Signal wires on met1:
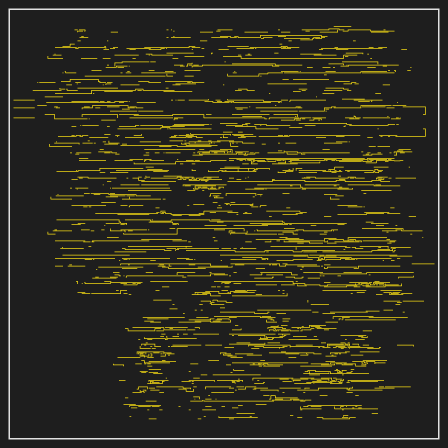
Track usage over the die:
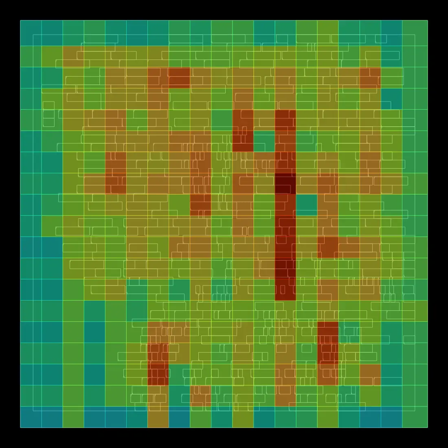
Sequential cells grouped by signal name:
Other sequential cells in the stronger gray, the rest of the logic in the fainter gray.
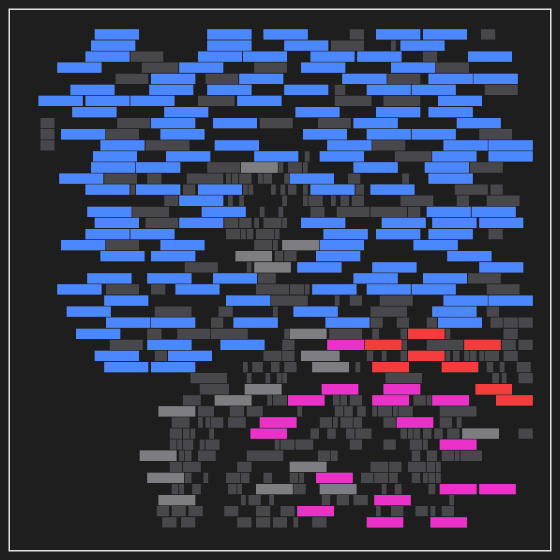
Clock distribution:
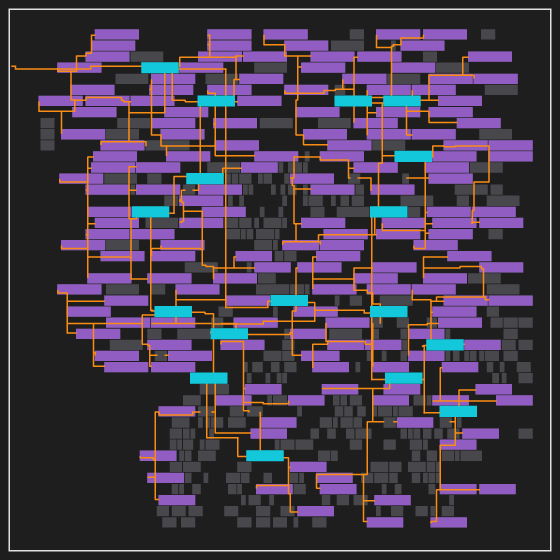
## config.mk

```make
export PLATFORM = sky130hd
export DESIGN_NAME = uart_tx_fifo
export DESIGN_NICKNAME = d
export VERILOG_FILES = /design/src/rtl/uart_tx_fifo.sv
export SDC_FILE = /design/constraint.sdc
export NUM_CORES = 1
export LEC_CHECK = 0
export CORE_MARGIN = 4
export CORE_UTILIZATION = 45
export CTS_BUF_LIST = sky130_fd_sc_hd__clkbuf_16
export CTS_CLUSTER_SIZE = 20
export DETAILED_ROUTE_END_ITERATION = 12
export HOLD_SLACK_MARGIN = 0.08
export SKIP_CTS_REPAIR_TIMING = 1
export SLEW_MARGIN = 20
export SYNTH_ARGS = -nofsm -noshare
export SYNTH_HDL_FRONTEND = slang
export SYNTH_SLANG_ARGS = --single-unit
```

## constraint.sdc

```tcl
create_clock -name clk -period 6.9 [get_ports clk]
set_clock_uncertainty 0.2 [all_clocks]
set_input_delay 1.035 -clock clk [delete_from_list [all_inputs] [get_ports clk]]
set_output_delay 1.035 -clock clk [all_outputs]
set_load 0.03 [all_outputs]
```

## src/rtl/uart_tx_fifo.sv

```systemverilog
// uart_tx_fifo
//   Byte FIFO and launch sequencer feeding a UART transmitter. Host bytes are
//   queued at full clock rate into a circular buffer. They are handed to the
//   transmitter one at a time over a start/txin/txdone handshake. An optional
//   inter-frame gap and a txdone watchdog are included. Overflow and timeout
//   errors are reported through sticky flags.
//
// Ports
//   clk, rst     system clock (rising edge), asynchronous active-high reset
//   wr_en        write strobe, one byte per cycle
//   wr_data      byte to enqueue
//   full, empty  level == DEPTH / level == 0, taken from the level register
//   level        number of bytes currently stored
//   overflow     sticky: a write was dropped because the FIFO was full
//   timeout_err  sticky: txdone did not arrive within TIMEOUT clocks
//   clr_err      clears both sticky flags; a set in the same cycle wins
//   busy         sequencer not idle
//   start        one-cycle launch pulse to the transmitter
//   txin         byte to transmit; held until the next launch
//   txdone       end-of-frame pulse from the transmitter
module uart_tx_fifo #(
  parameter int DEPTH      = 16,
  parameter int ADDR_W     = 4,
  parameter int GAP_CYCLES = 0,
  parameter int TIMEOUT    = 120_000
) (
  input  logic            clk,
  input  logic            rst,
  input  logic            wr_en,
  input  logic [7:0]      wr_data,
  output logic            full,
  output logic            empty,
  output logic [ADDR_W:0] level,
  output logic            overflow,
  output logic            timeout_err,
  input  logic            clr_err,
  output logic            busy,
  output logic            start,
  output logic [7:0]      txin,
  input  logic            txdone
);

  localparam int WD_W  = (TIMEOUT > 1) ? $clog2(TIMEOUT) : 1;
  localparam int GAP_W = (GAP_CYCLES > 1) ? $clog2(GAP_CYCLES) : 1;
  localparam logic [ADDR_W:0] LEVEL_FULL = DEPTH[ADDR_W:0];
  localparam logic [WD_W-1:0] WD_LAST    = WD_W'(TIMEOUT - 1);
  localparam logic [GAP_W-1:0] GAP_LAST  = GAP_W'((GAP_CYCLES > 0) ? GAP_CYCLES - 1 : 0);

  typedef enum logic [1:0] {
    IDLE      = 2'd0,
    WAIT_DONE = 2'd1,
    GAP       = 2'd2
  } state_t;

  state_t state, state_next;

  logic [7:0]        mem [DEPTH];
  logic [ADDR_W-1:0] wr_ptr, rd_ptr;
  logic [WD_W-1:0]   wd_cnt;
  logic [GAP_W-1:0]  gap_cnt;

  logic push, pop;
  logic wd_clr, wd_inc, gap_clr, gap_inc, tmo_set;

  assign full  = (level == LEVEL_FULL);
  assign empty = (level == '0);
  assign busy  = (state != IDLE);

  // A write arriving while full is dropped even when a pop frees a slot
  // on the same edge.
  assign push = wr_en && !full;

  always_comb begin
    state_next = state;
    pop        = 1'b0;
    wd_clr     = 1'b0;
    wd_inc     = 1'b0;
    gap_clr    = 1'b0;
    gap_inc    = 1'b0;
    tmo_set    = 1'b0;
    case (state)
      IDLE: begin
        if (!empty) begin
          pop        = 1'b1;
          wd_clr     = 1'b1;
          state_next = WAIT_DONE;
        end
      end
      WAIT_DONE: begin
        // txdone wins over a watchdog expiry on the same cycle
        if (txdone) begin
          if (GAP_CYCLES > 0) begin
            gap_clr    = 1'b1;
            state_next = GAP;
          end else begin
            state_next = IDLE;
          end
        end else if (wd_cnt == WD_LAST) begin
          tmo_set    = 1'b1;
          state_next = IDLE;
        end else begin
          wd_inc = 1'b1;
        end
      end
      GAP: begin
        if (gap_cnt == GAP_LAST) state_next = IDLE;
        else                     gap_inc    = 1'b1;
      end
      default: state_next = IDLE;
    endcase
  end

  always_ff @(posedge clk or posedge rst) begin
    if (rst) state <= IDLE;
    else     state <= state_next;
  end

  // The FIFO contents are not reset.
  always_ff @(posedge clk) begin
    if (push) mem[wr_ptr] <= wr_data;
  end

  always_ff @(posedge clk or posedge rst) begin
    if (rst) begin
      wr_ptr      <= '0;
      rd_ptr      <= '0;
      level       <= '0;
      start       <= 1'b0;
      txin        <= '0;
      wd_cnt      <= '0;
      gap_cnt     <= '0;
      overflow    <= 1'b0;
      timeout_err <= 1'b0;
    end else begin
      if (push) wr_ptr <= wr_ptr + 1'b1;
      if (pop)  rd_ptr <= rd_ptr + 1'b1;

      if (push && !pop)      level <= level + 1'b1;
      else if (pop && !push) level <= level - 1'b1;

      start <= pop;
      if (pop) txin <= mem[rd_ptr];

      if (wd_clr)      wd_cnt <= '0;
      else if (wd_inc) wd_cnt <= wd_cnt + 1'b1;

      if (gap_clr)      gap_cnt <= '0;
      else if (gap_inc) gap_cnt <= gap_cnt + 1'b1;

      if (wr_en && full) overflow <= 1'b1;
      else if (clr_err)  overflow <= 1'b0;

      if (tmo_set)      timeout_err <= 1'b1;
      else if (clr_err) timeout_err <= 1'b0;
    end
  end

endmodule

```

==> CHANGELOG.md <==
### Changed

* Outcome: finished, final reports clean
* Most common cell in the netlist: edfxtp_1
* Layout cell share with drive strength beyond 1 at 16.96%
* Clock latency on the worst-skew pair at about 0.42 ns
* Average via count per standard cell at 5.508
* GP Congestion at between 0.8 and 0.9
* P_leak at 2.847 nW
* Largest net degree at the start of global routing at 43
* Met3 Use GR at 3.726%
* Top logic family: multiplexers
* Critical-path cell list: nor4_1, nor2b_1, nor2_2, inv_1, ha_1, inv_1, ha_1, a21o_1, a21oi_1, mux2i_1, xnor2_1
* Clock sinks at 170
* Critical Path RT at 7.04 ns
* Power per cell area at 415.4 nW/um^2
* Top cell type by total area after synthesis: edfxtp_1
* Setup Total Neg Slack at 0 ns
* Avg Synthesized Cell Area at roughly 17 um^2
* Pre-Place Util at 45.87%
* CTS Buf Count at 17
* Setup violations, final at 0
* Post-Syn Area at ~7000 um^2
* Area leader share at roughly 55%
* Row cnt at roughly 45
* Htree depth at 4
* Synth-to-Final Area Change at 14.80%
* Vias at 3569
* CP Class: flop to flop
* CTS tree: yes
* Yosys aoi share at 2.566%
* Max_cap viols at 0
* Logic area at 1952 um^2
* Adder Share, Synth at 2.261%
* Most frequent cells after synthesis: edfxtp_1, dfrtp_1, nand2_1
* HPWL Detailed at between 8000 and 9000 um
* Synth Instances at 417
* Clock Path Buffers at 2
* Starting DRT DRC Count at 211
* Highest Clock Rate at ~0.28 GHz
* Ports at 32
* Syn Nets at 442
* Worst endpoint data arrival time at 3.77 ns
* Total chip power at about 3.3 mW
* Max_slew headroom at 25.24%
* Max Slew Vio Count at 0
* Root buf cell: clkbuf_16
* PortBufs at 31
* Wire per inst at 20.72 um
* First-pass GRT wire length at between 20000 and 25000 um
* Unique masters post-synth at about 40
* Synth top area cells: edfxtp_1, dfrtp_1, mux4_2, mux2i_1, nand2_1
* Synth Seq Share at 70.20%
* Clk slew on worst S/H paths at approximately 0.06 ns
* Yosys Instances at 417
* Yosys xor share at around 2.6%
* Crit start category: flop
* Max FO, Critical Path at 23
* MUX area fraction at between 10% and 20%
* Final wirelength at 13420 um
* Slew @ Worst Pin at 1.113 ns
About 'signal wires on met1':
- wire length on this layer: 5930 um
- share of all routed wire: 44%
- main direction: horizontal
- longest straight run: 41.9 um

About 'track usage over the die':
grt met2 use: 25.30%
GRT Total Usage: 16.26%

About 'sequential cells grouped by signal name':
- blue: mem (placed flops 128)
- magenta: wd_cnt (placed flops 17)
- red: txin (placed flops 8)
- not colored: 17
Seq/total area: 61.16%
post-route core utilization: 52.66%
Seq group: 1.43 mW
register area: 4896 um^2

About 'clock distribution':
- cyan: cells driving clock nets (count 17)
- orange: clock wires (length 1870 um)
- purple: flip-flops (count 170)
- routed clock nets: 18
- flops lie: all over the die

[area by class of cell]
type	count	share of cell area [%]
inverter	10	0.4689
sequential	170	61.16
clock inverter	15	1.766
clock buffer	17	5.314
timing repair buffer	32	3.970
multi-input combinational	216	24.38
tap	188	2.938
[per-stage QoR]
| step | hold WS (ns) | area, um^2 | setup WS (ns) | utilization (%) | std cells |
|---|---|---|---|---|---|
| after floorplan | 0.2644 | 6973 | 3.444 | - | 417 |
| final | 0.2846 | 8005 | 3.270 | 52.66 | 648 |
| after detailed placement | 0.2770 | 7428 | 3.248 | 48.86 | 616 |
| after global routing | 0.3282 | 8005 | 2.982 | 52.66 | 648 |
| after global placement | 0.2658 | 7423 | 3.283 | 48.83 | 616 |
| after CTS | 0.2913 | 7995 | 3.242 | 52.59 | 648 |
[per-layer routing]
metal / routed length, um / share of wire, %
met1: 5929 / 44
met2: 6616 / 49
met3: 701 / 5.2
met4: 176 / 1.3
met5: 0 / 0
[tightest hold or removal path: cells and delay by family (launching register included)]
kind            cells  cell delay, ns
flops               1            0.34
compound gates      1            0.06
simple gates        1            0.05
[path summary, 6_finish.rpt]
| path | from | to | slack, ns | depth (start not counted) |
|---|---|---|---|---|
| worst min-delay path | txin[6] | txin[6] | 0.28 | 2 |
| max in group asynchronous | rst | rd_ptr[2] | 4.95 | 2 |
| min in group asynchronous | rst | wd_cnt[0] | 0.93 | 2 |
| worst min register to register | txin[6] | txin[6] | 0.28 | 2 |
| worst max-delay path | level[2] | level[4] | 3.27 | 11 |
| worst max register to register | level[2] | level[4] | 3.27 | 11 |
[sequential cells by signal, summed over array words and instances (netlist names)]
signal and count:
wr_ptr 4, wd_cnt 17, level 5, state 1, txin 8, rd_ptr 4
overflow 1, start 1, timeout_err 1, mem 128
[power breakdown]
group | switching [mW] | internal [mW] | leakage, nW
combinational | 0.535 | 0.453 | 0.877
sequential | 0.173 | 1.26 | 1.69
clock | 0.401 | 0.503 | 0.277
total | 1.11 | 2.22 | 2.85
[placed cells by master, fill, tap and decap left out, types with 8 or more instances in the layout]
master,synthesis,routed
nor2_1,27,27
xnor2_1,11,11
nand4_1,9,9
clkbuf_16,0,17
xor2_1,10,10
mux4_2,32,32
mux2i_1,14,14
edfxtp_1,128,128
clkdlybuf4s50_1,0,31
nand2_1,37,37
ha_1,11,11
dfrtp_1,42,41
inv_1,10,10
o221ai_1,8,8
o21ai_0,12,12
[cells by family after synthesis]
logic type | after synthesis
adders and majority gates | 12
AOI/OAI and AO/OA | 27
xor gates and xnor gates | 21
muxes | 46
and+or+nand+nor | 110
buffers and inverters | 31
DFF | 170
Power figures rest on the tool's default switching activity, not on a simulated workload.
